Gate-type map:
Bar = 20 um.
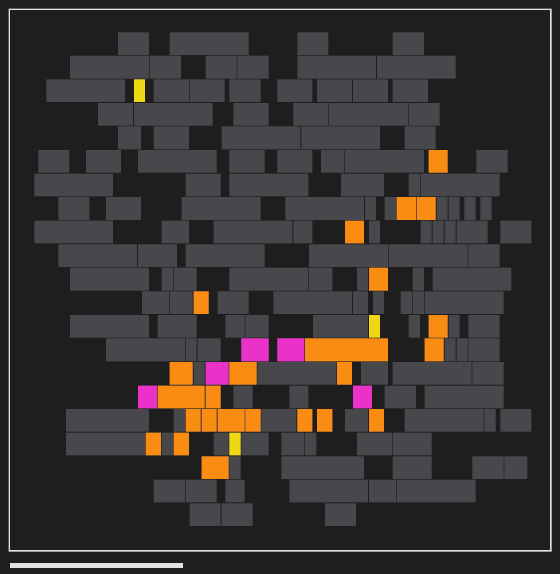
Routed clock nets over the placement:
Bar = 20 um.
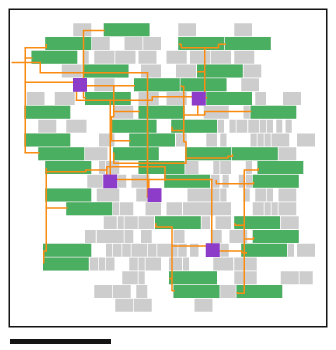
Clock nets:
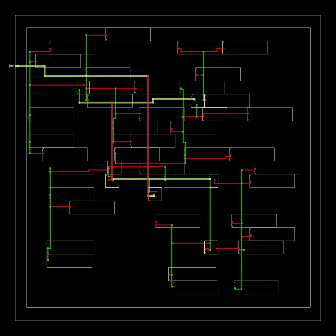
Cells coloured by class:
Bar = 20 um.
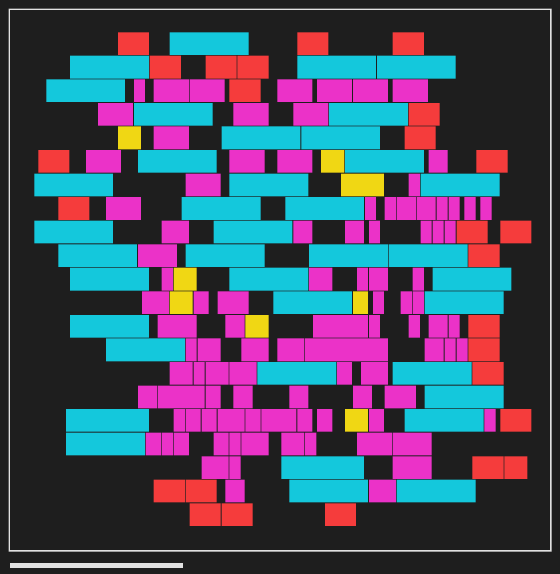
Supply network:
Pins as bars on the die edge. Tap cells in grey.
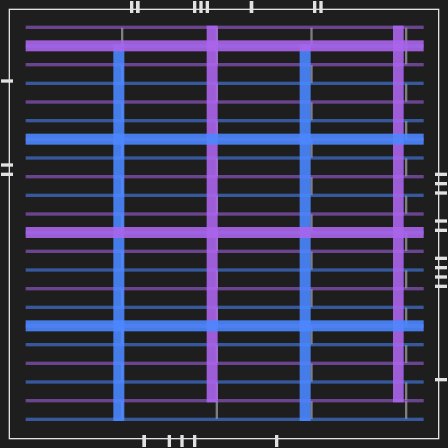
===== src/rtl/spi_pkg.sv =====
// spi_pkg: shared SPI types and constants.
// Used by the master and reusable by the slave side.
package spi_pkg;

  typedef enum logic [2:0] {
    IDLE  = 3'd0,
    SETUP = 3'd1,
    LOW   = 3'd2,
    HIGH  = 3'd3,
    HOLD  = 3'd4,
    GAP   = 3'd5
  } spi_state_e;

  localparam logic SPI_CPOL = 1'b0;
  localparam logic SPI_CPHA = 1'b0;

  localparam int BYTE_BITS = 8;

  function automatic int max2(input int a, input int b);
    return (a > b) ? a : b;
  endfunction

endpackage


===== src/rtl/sync_2ff.sv =====
// sync_2ff: two-flop synchronizer for one asynchronous bit.
// Reset value is a parameter so idle-high lines can use it too.
module sync_2ff #(
  parameter logic RESET_VAL = 1'b0
) (
  input  logic clk_in,
  input  logic reset_n_in,
  input  logic d,
  output logic q
);

  logic meta;

  always_ff @(posedge clk_in or negedge reset_n_in) begin
    if (!reset_n_in) begin
      meta <= RESET_VAL;
      q    <= RESET_VAL;
    end else begin
      meta <= d;
      q    <= meta;
    end
  end

endmodule


===== src/rtl/spi_master.sv =====
// spi_master: byte-wide SPI mode-0 master, MSB first.
// CS may be held low across bytes for multi-byte transactions.
module spi_master
  import spi_pkg::*;
#(
  parameter int HALF_PERIOD = 4,
  parameter int CS_DELAY    = 4
) (
  input  logic                 clk_in,
  input  logic                 reset_n_in,
  input  logic [BYTE_BITS-1:0] data_in,
  input  logic                 data_valid_in,
  input  logic                 hold_cs_in,
  output logic                 ready_out,
  output logic [BYTE_BITS-1:0] data_out,
  output logic                 data_valid_out,
  output logic                 spi_sclk_out,
  output logic                 spi_cs_out,
  output logic                 spi_mosi_out,
  input  logic                 spi_miso_in
);

  localparam int MAXP = max2(HALF_PERIOD, CS_DELAY);
  localparam int CW   = $clog2(MAXP);

  localparam logic [CW-1:0] HP_LAST = CW'(HALF_PERIOD - 1);
  localparam logic [CW-1:0] CS_LAST = CW'(CS_DELAY - 1);
  localparam logic [2:0]    LAST_BIT = 3'(BYTE_BITS - 1);

  spi_state_e state, state_d;

  logic [CW-1:0]          phase_cnt, phase_d;
  logic [2:0]             bit_cnt, bit_d;
  logic [BYTE_BITS-1:0]   tx_shift, tx_d;
  // only the 7 earliest bits are stored; bit 0 joins on the fly
  logic [BYTE_BITS-2:0]   rx_shift, rx_d;
  logic                   cs_held, held_d;
  logic                   sclk_d, cs_d;
  logic [BYTE_BITS-1:0]   dout_d;
  logic                   dv_d, ready_d;
  logic                   miso_sync;
  logic                   accept;

  sync_2ff #(
    .RESET_VAL (1'b0)
  ) u_miso_sync (
    .clk_in     (clk_in),
    .reset_n_in (reset_n_in),
    .d          (spi_miso_in),
    .q          (miso_sync)
  );

  assign spi_mosi_out = tx_shift[BYTE_BITS-1];
  assign accept       = ready_out & data_valid_in;

  always_comb begin
    state_d = state;
    phase_d = phase_cnt;
    bit_d   = bit_cnt;
    tx_d    = tx_shift;
    rx_d    = rx_shift;
    held_d  = cs_held;
    sclk_d  = spi_sclk_out;
    cs_d    = spi_cs_out;
    dout_d  = data_out;
    dv_d    = 1'b0;

    unique case (state)
      IDLE: begin
        if (accept) begin
          tx_d    = data_in;
          held_d  = hold_cs_in;
          bit_d   = '0;
          phase_d = '0;
          if (cs_held) begin
            state_d = LOW;
          end else begin
            cs_d    = 1'b0;
            state_d = SETUP;
          end
        end else if (cs_held && !data_valid_in && !hold_cs_in) begin
          held_d  = 1'b0;
          phase_d = '0;
          state_d = HOLD;
        end
      end
      SETUP: begin
        if (phase_cnt == CS_LAST) begin
          phase_d = '0;
          state_d = LOW;
        end else begin
          phase_d = phase_cnt + CW'(1);
        end
      end
      LOW: begin
        if (phase_cnt == HP_LAST) begin
          phase_d = '0;
          sclk_d  = 1'b1;
          state_d = HIGH;
        end else begin
          phase_d = phase_cnt + CW'(1);
        end
      end
      HIGH: begin
        if (phase_cnt == HP_LAST) begin
          phase_d = '0;
          sclk_d  = 1'b0;
          rx_d    = {rx_shift[BYTE_BITS-3:0], miso_sync};
          if (bit_cnt != LAST_BIT) begin
            tx_d    = tx_shift << 1;
            bit_d   = bit_cnt + 3'd1;
            state_d = LOW;
          end else begin
            dout_d  = {rx_shift, miso_sync};
            dv_d    = 1'b1;
            state_d = cs_held ? IDLE : HOLD;
          end
        end else begin
          phase_d = phase_cnt + CW'(1);
        end
      end
      HOLD: begin
        if (phase_cnt == CS_LAST) begin
          phase_d = '0;
          cs_d    = 1'b1;
          state_d = GAP;
        end else begin
          phase_d = phase_cnt + CW'(1);
        end
      end
      GAP: begin
        if (phase_cnt == CS_LAST) begin
          phase_d = '0;
          state_d = IDLE;
        end else begin
          phase_d = phase_cnt + CW'(1);
        end
      end
      default: begin
        state_d = IDLE;
        phase_d = '0;
      end
    endcase

    // ready only after a full cycle already spent in IDLE
    ready_d = (state == IDLE) && (state_d == IDLE);
  end

  always_ff @(posedge clk_in or negedge reset_n_in) begin
    if (!reset_n_in) begin
      state          <= IDLE;
      phase_cnt      <= '0;
      bit_cnt        <= '0;
      tx_shift       <= '0;
      rx_shift       <= '0;
      cs_held        <= 1'b0;
      spi_sclk_out   <= SPI_CPOL;
      spi_cs_out     <= 1'b1;
      data_out       <= '0;
      data_valid_out <= 1'b0;
      ready_out      <= 1'b1;
    end else begin
      state          <= state_d;
      phase_cnt      <= phase_d;
      bit_cnt        <= bit_d;
      tx_shift       <= tx_d;
      rx_shift       <= rx_d;
      cs_held        <= held_d;
      spi_sclk_out   <= sclk_d;
      spi_cs_out     <= cs_d;
      data_out       <= dout_d;
      data_valid_out <= dv_d;
      ready_out      <= ready_d;
    end
  end

endmodule

===== config.mk =====
export PLATFORM = sky130hd
export DESIGN_NAME = spi_master
export DESIGN_NICKNAME = d
export VERILOG_FILES = /design/src/rtl/spi_pkg.sv /design/src/rtl/sync_2ff.sv /design/src/rtl/spi_master.sv
export SDC_FILE = /design/constraint.sdc
export NUM_CORES = 1
export LEC_CHECK = 0
export CAP_MARGIN = 10
export CORE_MARGIN = 2
export CORE_UTILIZATION = 50
export DETAILED_ROUTE_END_ITERATION = 10
export PLACE_DENSITY = 0.76
export SLEW_MARGIN = 20
export SYNTH_ARGS = -nofsm -noshare
export SYNTH_HDL_FRONTEND = slang
export SYNTH_SLANG_ARGS = --single-unit
export TNS_END_PERCENT = 100

===== constraint.sdc =====
create_clock -name clk_in -period 2.7 [get_ports clk_in]
set_input_delay 0.54 -clock clk_in [delete_from_list [all_inputs] [get_ports clk_in]]
set_output_delay 0.54 -clock clk_in [all_outputs]
set_load 0.005 [all_outputs]

==> Slide: Implementation Results <==
Physical Implementation Snapshot

Run status
  – Run status: finished clean

Global route
  – Largest net degree at the start of global routing: 39
  – Global route overflow: 0

Yosys
  – Area leader share: 52.9%
  – Synthesized registers: 38
  – Syn_nets: around 160
  – Synth Flop Type: dfrtp_1
  – EDFF count, synth: 0
  – MUX area fraction: 10.6%
  – Synth Cell Area: 1700 sq um
  – Leading cell type by number of instances after synthesis: dfrtp_1
  – Yosys aoi share: a little over an eighth
  – Register area share after synthesis: between 50% and 60%
  – Yosys Chip Area: around 1700 sq um

Worst hold path
  – Hold crit path type: flip-flop to flip-flop

Final timing
  – Slew HR: 63.1%
  – RSZ-0062 raised after global routing: no

Detailed routing
  – Post-route ant nets: 0
  – Initial DRC count: 48
  – Residual DRC count: 0
  – Via density per instance: ~5.4

Clock tree
  – Clock buffer count from CTS: 5
  – Post-CTS sizing: 0

Die
  – Chip Area: around 3900 sq um

Run
  – Max Cap Violations: 0
  – Stage-log warning count: 27

Critical path
  – Crit-path max FO: 14
  – Critical Path Max Stage Delay: 0.56 ns

Layout
  – Filler instances: 273
  – Synth-to-Final Area Change: 19.9%
  – Layout cells sized above 1: roughly 20%
  – Area occupied by multi-input gates: 698 sq um

Place
  – Dpl hpwl: 2120 um
-- 'gate-type map' (at the start) --
family	colour	cells
inverting AOI/OAI gates	orange	24
inverters	yellow	3
AND and OR gates	magenta	5
logic gate fraction of the total cell area: 34.2%
Layout Cells excl Fill: 216
most frequent logic cell in the layout: dfrtp_1

-- 'routed clock nets over the placement' (at the start) --
[flip-flops] green | count: 38
[clock wires] orange | length: 438 um
[cells driving clock nets] purple | count: 5
routed clock nets	6
clock group power: 311 uW
clk_lat worst skew: 0.34 ns
Clock Power Share: 18.5%
Worst Clk Skew: 0.0141 ns

-- 'clock nets' (at the start) --
clock buffer count: 6
clk sink count: 38

-- 'cells coloured by class' (at the start) --
class	colour	cells	share of their area
clock drivers and dummy loads	yellow	8	3.2%
other buffers and delay cells	red	26	13%
flip-flops	cyan	38	48%
all other logic	magenta	98	36%
CORE AREA: 3310 sq um
final instance area: 2040 sq um
Rows: 21

-- 'supply network' (at the start) --
net	colour
VDD	purple
VSS	blue
met1 rails	22
signal pins	26
die span in x: 62.4 um
peak supply drop: 407 uV
die height: 62.4 um

placed cells by master, fill, tap and decap left out, drive strengths merged, types with 2 or more instances in the layout:
cell,synthesis,final
nand3b,2,2
a21oi,4,4
nand2b,2,2
nand2,21,21
nand3,2,2
mux2,16,16
a22o,5,5
dfrtp,36,36
a31oi,7,7
clkbuf,0,6
and3,2,2
ha,4,4
nor2,9,9
dfstp,2,2
inv,3,3
o21ai,8,8
clkdlybuf4s50,0,25
final timing paths:
check	startpoint	end	slack (ns)	cells after the start
worst max-delay path	bit_cnt[0]$_DFFE_PN0P_	tx_shift[7]$_DFFE_PN0P_	0.70	6
worst min-delay path	u_miso_sync.meta$_DFF_PN0_	u_miso_sync.q$_DFF_PN0_	0.37	0
worst max register to register	bit_cnt[0]$_DFFE_PN0P_	tx_shift[7]$_DFFE_PN0P_	0.70	6
worst min register to register	u_miso_sync.meta$_DFF_PN0_	u_miso_sync.q$_DFF_PN0_	0.37	0
max in group asynchronous	reset_n_in	ready_out$_DFF_PN1_	1.74	2
min in group asynchronous	reset_n_in	bit_cnt[1]$_DFFE_PN0P_	0.60	2
per-layer routing:
metal  vias to the layer above  GRT usage, %  share of wire, %
li1                        564             -                 -
met1                       566          22.4                47
met2                        24          27.7                47
met4                         0          8.61               1.3
met5                         -             0                 0
met3                         4          5.98               4.8
power by group:
| part | total, uW | switching, uW | internal [uW] |
|---|---|---|---|
| Combinational | 534 | 283 | 251 |
| Sequential | 838 | 137 | 701 |
| Clock | 311 | 185 | 125 |
| Total | 1680 | 605 | 1080 |
cell families (layout without fill, tap and decap cells):
logic type,count (synthesis),after routing
adders and majority gates,4,4
muxes,16,16
and+or+nand+nor,45,45
DFF,38,38
AOI/OAI and AO/OA,30,30
buffers and inverters,8,37
per-stage QoR:
step | instance area, sq um | cells | setup slack [ns] | hold WS, ns | total power (uW)
global route | 2040 | 216 | 0.564 | 0.385 | 1820
global placement | 1980 | 208 | 0.588 | 0.340 | 1350
floorplan | 1700 | 141 | 0.930 | 0.244 | 1250
detailed placement | 1980 | 208 | 0.516 | 0.344 | 1390
finish | 2040 | 216 | 0.702 | 0.366 | 1680
CTS | 2040 | 216 | 0.700 | 0.372 | 1700
final cells by class:
cell class	count	area share, %
Timing Repair Buffer	26	12.6
Multi-Input combinational cell	95	34.2
Tap cell	46	2.82
Inverter	3	0.551
Clock inverter	2	0.613
Clock buffer	6	2.51
Sequential cell	38	46.7
registers in the layout, indices dropped and copies added, names as in the netlist, 2 cells and up:
signal,count
data_out,8
tx_shift,8
rx_shift,7
bit_cnt,3
state,3
phase_cnt,2
Power is estimated from default activity; no workload was simulated.
